pinout.png
Pins as bars across the die edge, other pins in grey.
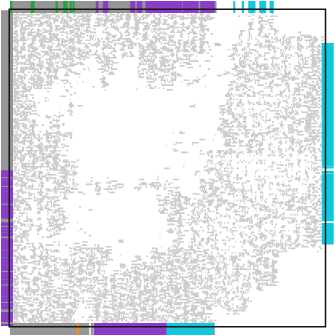
ff_map.png
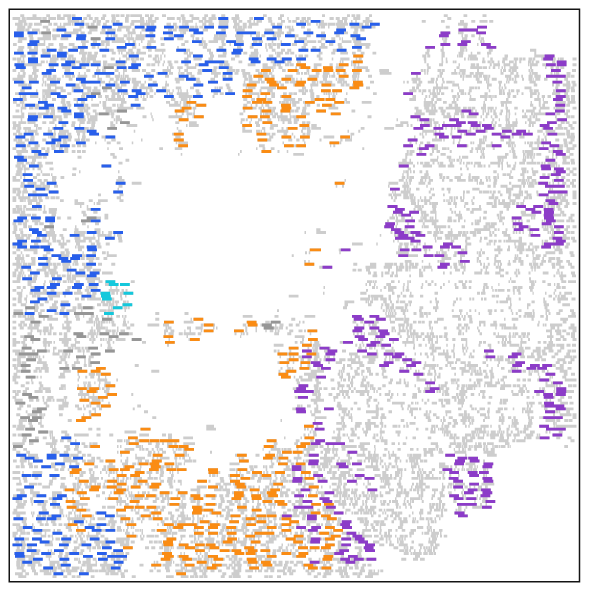
### config.mk
export PLATFORM = sky130hd
export DESIGN_NAME = pairing_host_sequencer
export DESIGN_NICKNAME = d
export VERILOG_FILES = /design/src/rtl/pairing_host_sequencer.sv
export SDC_FILE = /design/constraint.sdc
export NUM_CORES = 2
export LEC_CHECK = 0
export CAP_MARGIN = 15
export CORE_AREA = 2 2 533 535
export DETAILED_ROUTE_END_ITERATION = 8
export DIE_AREA = 0 0 535 537
export GPL_TIMING_DRIVEN = 0
export PLACE_DENSITY = 0.55
export SLEW_MARGIN = 20
export SYNTH_ARGS = -nofsm -noshare
export SYNTH_HDL_FRONTEND = slang
export SYNTH_SLANG_ARGS = --single-unit
export TNS_END_PERCENT = 1
### constraint.sdc
create_clock -name clk -period 48.7 [get_ports clk]
set_clock_uncertainty 0.1 [all_clocks]
set_input_delay 4.87 -clock clk [delete_from_list [all_inputs] [get_ports clk]]
set_output_delay 4.87 -clock clk [all_outputs]
set_load 0.005 [all_outputs]
### src/rtl/pairing_host_sequencer.sv
// Host-side sequencer for the pairing core: loads operands into every operand bank,
// pulses run, waits for completion, then reads back and resolves redundant-limb results.
module pairing_host_sequencer #(
  parameter int LIMB_W     = 64,
  parameter int N_LIMB     = 5,
  parameter int CARRY_W    = 3,
  parameter int N_BANK     = 4,
  parameter int BANK_SHIFT = 7,
  parameter int ADDR_W     = 9,
  parameter int RD_LAT     = 2,
  parameter int BUSY_TO    = 1024
) (
  input  logic                                  clk,
  input  logic                                  rst,
  input  logic                                  cmd_start,
  input  logic [3:0]                            cmd_func,
  input  logic [ADDR_W-1:0]                     cmd_rd_base,
  input  logic [ADDR_W-1:0]                     cmd_rd_cnt,
  input  logic                                  ld_valid,
  output logic                                  ld_ready,
  input  logic [ADDR_W-1:0]                     ld_addr,
  input  logic [LIMB_W*N_LIMB-1:0]              ld_data,
  input  logic                                  ld_last,
  output logic                                  core_swrst,
  output logic                                  core_run,
  output logic [3:0]                            core_n_func,
  input  logic                                  core_busy,
  output logic                                  core_in_en,
  output logic [ADDR_W-1:0]                     core_in_addr,
  output logic [N_LIMB*(LIMB_W+CARRY_W)-1:0]    core_in_data,
  output logic [ADDR_W-1:0]                     core_out_addr,
  input  logic [N_LIMB*(LIMB_W+CARRY_W)-1:0]    core_out_data,
  output logic                                  res_valid,
  input  logic                                  res_ready,
  output logic [LIMB_W*N_LIMB+CARRY_W-1:0]      res_data,
  output logic                                  res_last,
  output logic                                  done,
  output logic                                  err_timeout
);

  localparam int DATA_W = LIMB_W * N_LIMB;
  localparam int LW     = LIMB_W + CARRY_W;
  localparam int OUT_W  = N_LIMB * LW;
  localparam int RES_W  = DATA_W + CARRY_W;
  localparam int BNK_W  = (N_BANK > 1) ? $clog2(N_BANK) : 1;
  localparam int LMB_W  = (N_LIMB > 1) ? $clog2(N_LIMB) : 1;
  localparam int LAT_W  = $clog2(RD_LAT + 1);
  localparam int TMR_W  = (BUSY_TO > 1) ? $clog2(BUSY_TO) : 1;

  typedef enum logic [2:0] {
    S_IDLE, S_LOAD, S_START, S_WAIT_HI, S_WAIT_LO, S_RD, S_CONV, S_OUT
  } state_t;

  state_t              state_q, state_d;
  logic [3:0]          func_q, func_d;
  logic [ADDR_W-1:0]   base_q, base_d;
  logic [ADDR_W-1:0]   cnt_q, cnt_d;
  logic [ADDR_W-1:0]   k_q, k_d;
  logic [ADDR_W-1:0]   oaddr_q, oaddr_d;
  logic [ADDR_W-1:0]   waddr_q, waddr_d;
  logic [DATA_W-1:0]   wdata_q, wdata_d;
  logic                last_q, last_d;
  logic [BNK_W-1:0]    bank_q, bank_d;
  logic [TMR_W-1:0]    tmr_q, tmr_d;
  logic [LAT_W-1:0]    lat_q, lat_d;
  logic [LMB_W-1:0]    limb_q, limb_d;
  logic [OUT_W-1:0]    cap_q, cap_d;
  logic [RES_W-1:0]    acc_q, acc_d;
  logic                done_q, done_d;
  logic                err_q, err_d;

  logic                ld_fire, bank_wr, cur_last;
  logic [ADDR_W-1:0]   wsel_addr, bank_off;
  logic [DATA_W-1:0]   wsel_data;
  logic [LW-1:0]       limb_raw;
  logic [RES_W-1:0]    limb_ext;

  // Bank 0 is written in the accept cycle straight from the bus; later banks replay the held word.
  assign ld_ready  = (state_q == S_LOAD) && (bank_q == '0);
  assign ld_fire   = ld_ready && ld_valid;
  assign bank_wr   = ld_fire || ((state_q == S_LOAD) && (bank_q != '0));
  assign wsel_addr = (bank_q == '0) ? ld_addr : waddr_q;
  assign wsel_data = (bank_q == '0) ? ld_data : wdata_q;
  assign cur_last  = (bank_q == '0) ? ld_last : last_q;
  assign bank_off  = ADDR_W'(bank_q) << BANK_SHIFT;

  assign core_in_en   = bank_wr;
  assign core_in_addr = bank_wr ? (wsel_addr + bank_off) : '0;

  always_comb begin
    core_in_data = '0;
    if (bank_wr) begin
      for (int i = 0; i < N_LIMB; i++)
        core_in_data[i*LW +: LW] = {{CARRY_W{1'b0}}, wsel_data[i*LIMB_W +: LIMB_W]};
    end
  end

  // Limbs are folded most-significant first (Horner), so no variable shifter is needed.
  assign limb_raw = cap_q[OUT_W-1 -: LW];
  assign limb_ext = {{(RES_W-LW){limb_raw[LW-1]}}, limb_raw};

  assign core_swrst    = (state_q == S_LOAD);
  assign core_run      = (state_q == S_START);
  assign core_n_func   = func_q;
  assign core_out_addr = oaddr_q;
  assign res_valid     = (state_q == S_OUT);
  assign res_data      = acc_q;
  assign res_last      = (state_q == S_OUT) && (k_q == cnt_q - ADDR_W'(1));
  assign done          = done_q;
  assign err_timeout   = err_q;

  always_comb begin
    state_d = state_q;
    func_d  = func_q;
    base_d  = base_q;
    cnt_d   = cnt_q;
    k_d     = k_q;
    oaddr_d = oaddr_q;
    waddr_d = waddr_q;
    wdata_d = wdata_q;
    last_d  = last_q;
    bank_d  = bank_q;
    tmr_d   = tmr_q;
    lat_d   = lat_q;
    limb_d  = limb_q;
    cap_d   = cap_q;
    acc_d   = acc_q;
    done_d  = 1'b0;
    err_d   = err_q;
    case (state_q)
      S_IDLE: begin
        if (cmd_start) begin
          state_d = S_LOAD;
          func_d  = cmd_func;
          base_d  = cmd_rd_base;
          cnt_d   = cmd_rd_cnt;
          err_d   = 1'b0;
          bank_d  = '0;
        end
      end
      S_LOAD: begin
        if (bank_wr) begin
          if (ld_fire) begin
            waddr_d = ld_addr;
            wdata_d = ld_data;
            last_d  = ld_last;
          end
          if (bank_q == BNK_W'(N_BANK-1)) begin
            bank_d = '0;
            if (cur_last) state_d = S_START;
          end else begin
            bank_d = bank_q + BNK_W'(1);
          end
        end
      end
      S_START: begin
        state_d = S_WAIT_HI;
        tmr_d   = '0;
      end
      S_WAIT_HI: begin
        if (core_busy) begin
          state_d = S_WAIT_LO;
        end else if (tmr_q == TMR_W'(BUSY_TO-1)) begin
          err_d   = 1'b1;
          done_d  = 1'b1;
          state_d = S_IDLE;
        end else begin
          tmr_d = tmr_q + TMR_W'(1);
        end
      end
      S_WAIT_LO: begin
        if (!core_busy) begin
          k_d = '0;
          if (cnt_q == '0) begin
            done_d  = 1'b1;
            state_d = S_IDLE;
          end else begin
            state_d = S_RD;
            oaddr_d = base_q;
            lat_d   = '0;
          end
        end
      end
      S_RD: begin
        if (lat_q == LAT_W'(RD_LAT)) begin
          cap_d   = core_out_data;
          acc_d   = '0;
          limb_d  = '0;
          state_d = S_CONV;
        end else begin
          lat_d = lat_q + LAT_W'(1);
        end
      end
      S_CONV: begin
        cap_d = cap_q << LW;
        acc_d = (acc_q << LIMB_W) + limb_ext;
        if (limb_q == LMB_W'(N_LIMB-1)) state_d = S_OUT;
        else                            limb_d  = limb_q + LMB_W'(1);
      end
      S_OUT: begin
        if (res_ready) begin
          k_d = k_q + ADDR_W'(1);
          if (k_d == cnt_q) begin
            done_d  = 1'b1;
            state_d = S_IDLE;
          end else begin
            state_d = S_RD;
            oaddr_d = base_q + k_d;
            lat_d   = '0;
          end
        end
      end
      default: state_d = S_IDLE;
    endcase
  end

  always_ff @(posedge clk or posedge rst) begin
    if (rst) begin
      state_q <= S_IDLE;
      func_q  <= '0;
      base_q  <= '0;
      cnt_q   <= '0;
      k_q     <= '0;
      oaddr_q <= '0;
      waddr_q <= '0;
      wdata_q <= '0;
      last_q  <= 1'b0;
      bank_q  <= '0;
      tmr_q   <= '0;
      lat_q   <= '0;
      limb_q  <= '0;
      cap_q   <= '0;
      acc_q   <= '0;
      done_q  <= 1'b0;
      err_q   <= 1'b0;
    end else begin
      state_q <= state_d;
      func_q  <= func_d;
      base_q  <= base_d;
      cnt_q   <= cnt_d;
      k_q     <= k_d;
      oaddr_q <= oaddr_d;
      waddr_q <= waddr_d;
      wdata_q <= wdata_d;
      last_q  <= last_d;
      bank_q  <= bank_d;
      tmr_q   <= tmr_d;
      lat_q   <= lat_d;
      limb_q  <= limb_d;
      cap_q   <= cap_d;
      acc_q   <= acc_d;
      done_q  <= done_d;
      err_q   <= err_d;
    end
  end

endmodule

==> Changelog: implementation <==
### Implementation results

* Share of post-route cells with drive strength above 1 at 0.0782
* Yosys cell count at 7479
* Placer congestion estimate at 1.01
* First-pass GRT wire length at between 500000 and 600000 um
* Yosys xor share at 0.0382
* Logic area at 0.0372 mm2
* Min-delay src: res_data[297]
* Synth top area cells: dfrtp_1 (40%), mux2i_1 (8.2%), nand2_1 (6.4%), mux2_2 (6.1%), o21ai_0 (5.3%)
* Max-slew violations at 0
* Mux share at 0.143
* Core Density at Floorplan at 0.234
* Crit path depth at 6
* Power Sequential at ~1800 uW
* Critical R2R Capture: res_data[213]
* Seq share, synth at 0.400
* Max incr delay on CP at a little under 0.8 ns
* Reg clk slew, reported paths at 0.05 ns
* Hold Path Cell Cnt at 2
* Post-synthesis simple-gate area fraction at 0.156
* CTS tree: built
* Worst R2R Start: cap_q[334]
* Unrepaired setup endpoints after global routing: false
* Peak VDD IR at roughly 0.000032 V
* Power Total at around 7000 uW
* Synth top cell by count: nand2_1
* Core footprint at approximately 0.28 mm2
* Status: finished, final reports clean
* Die area at about 0.29 mm2
* Ys flop type: dfrtp_1
* Grt total ovfl at 0
* Final Cell Area at roughly 0.090 mm2
* Worst endpoint required time at 43.73 ns
* Fin nets at roughly 10000
* Pleak at between 0.04 and 0.05 uW
* Ys async rst share at 1.00
* Setup crit start kind: input port
* Initial antenna violation count at a little over 200
* Vias in the first global route at approximately 65000
* Worst skew pair latency at around 0.85 ns
* Switching power at around 3600 uW
* PD cells at between 70 and 80 mW/mm2
* Pint at between 3000 and 4000 uW
* Crit path launch: ld_valid
* Post-CTS Setup Bufs at 0
* DRT Pass-1 Iters at 6
* H-tree Lvls at 4
* Fill count at between 20000 and 30000
* Synth Area in Adders at 0.0530
* Comb pwr at approximately 4300 uW
* Clock sink total at between 1000 and 1500
* Cts bufs inserted at between 100 and 150
* CTS resizes at 0
* Max Buffers Root-to-Sink at 4
* Hold Crit Class: register to register
* Tcrit/Tclk final at 0.272
* Final hold violation count at 0
* Distinct lib cells at around 80
* Post-synth EDFFs at 0
* Worst path bufs/invs at 4
* Flop pwr share at 0.245
* Slowest CP cell: o21ai_1
* Crit-path max FO at 10
* Post-synth top area share at 0.400
* Routed len/inst at around 31 um
* Pin count of the biggest net entering global routing at around 100
* CTS root buffer: clkbuf_16
* FF-to-FF path depth at 15
* OpenROAD warning count at 30
* Cell Area, Synth at roughly 0.066 mm2
* Residual DRC count at 0
* FMAX at 75.4 MHz
* Clk power at 1090 uW
* Yosys stat area at 0.0657 mm2
* Top power group: combinational cells
* YS warnings at 0
-- pinout.png (at the start) --
legend:
  `ld_addr`:
    colour: green
    pins: 9
    direction: input
    edge: top
  `ld_valid`:
    colour: orange
    pins: 1
    direction: input
    edge: bottom
  `core_out_data`:
    colour: purple
    pins: 335
    direction: input
    edge: 139 bottom, 103 left, 93 top
  `res_data`:
    colour: cyan
    pins: 323
    direction: output
    edge: 234 right, 75 bottom, 14 top
all pins by edge: 393 left, 392 top, 362 bottom, 234 right
IO buf count: 1365
chip width: 535 um

-- ff_map.png (at the start) --
legend:
  `cap_q`:
    colour: orange
    placed_flops: 335
  `tmr_q`:
    colour: cyan
    placed_flops: 10
    where: left middle
  `res_data`:
    colour: purple
    placed_flops: 323
  `wdata_q`:
    colour: blue
    placed_flops: 320
not coloured: 62
fraction of area in registers: 0.292
sequential cell area: 0.0263 mm2

-- stage by stage --
step           worst slack, ns  cells  setup TNS (ns)  hold slack [ns]  utilization
4_1_cts                  35.36  12900               0            0.382        0.319
3_5_place_dp             35.38  12600               0            0.370        0.302
5_1_grt                  35.32  13000               0            0.400        0.319
6_report                 35.44  13000               0            0.375        0.320
2_1_floorplan            14.18   7493               0            0.349            -
3_3_place_gp           -0.0876  12600          -10.54            0.362        0.299
-- flip-flops by register name, summed over array words and instances, names as in the netlist --
signal	count
tmr_q	10
bank_q	2
core_out_addr	9
cap_q	335
res_data	323
base_q	9
last_q	1
done	1
waddr_q	9
lat_q	2
err_timeout	1
core_n_func	4
limb_q	3
cnt_q	9
state_q	3
k_q	9
wdata_q	320
-- final cells by class --
| type | instances | share of cell area |
|---|---|---|
| Antenna cell | 131 | 0.00364 |
| Buffer | 487 | 0.0215 |
| Clock buffer | 194 | 0.0451 |
| Clock inverter | 60 | 0.00762 |
| Inverter | 130 | 0.00551 |
| Multi-Input combinational cell | 5826 | 0.413 |
| Sequential cell | 1050 | 0.292 |
| Tap cell | 3743 | 0.0521 |
| Timing Repair Buffer | 1392 | 0.159 |
-- layout by cell type (no fill, tap or decap), types with 142 or more instances in the layout --
master           netlist  layout
nand2_1             1126    1126
mux2i_1              540     539
nor2_1               732     732
mux2_2               354     354
nand4_1              158     158
nand3_1              142     142
dfrtp_1             1050    1049
o21ai_0              702     702
a21oi_1              546     546
clkdlybuf4s50_1        0    1365
clkbuf_16              0     142
clkbuf_1             452     442
xnor2_1              188     188
ha_1                 275     275
-- per-layer routing --
layer / global-route usage / up-vias / wire (um)
met3: 0.0694 / 757 / 33500
met2: 0.453 / 2940 / 192000
li1: - / 29800 / -
met5: 0 / - / 425
met1: 0.313 / 33000 / 153000
met4: 0.168 / 66 / 27600
No activity file was given, so power comes from the tool's default toggle rates.
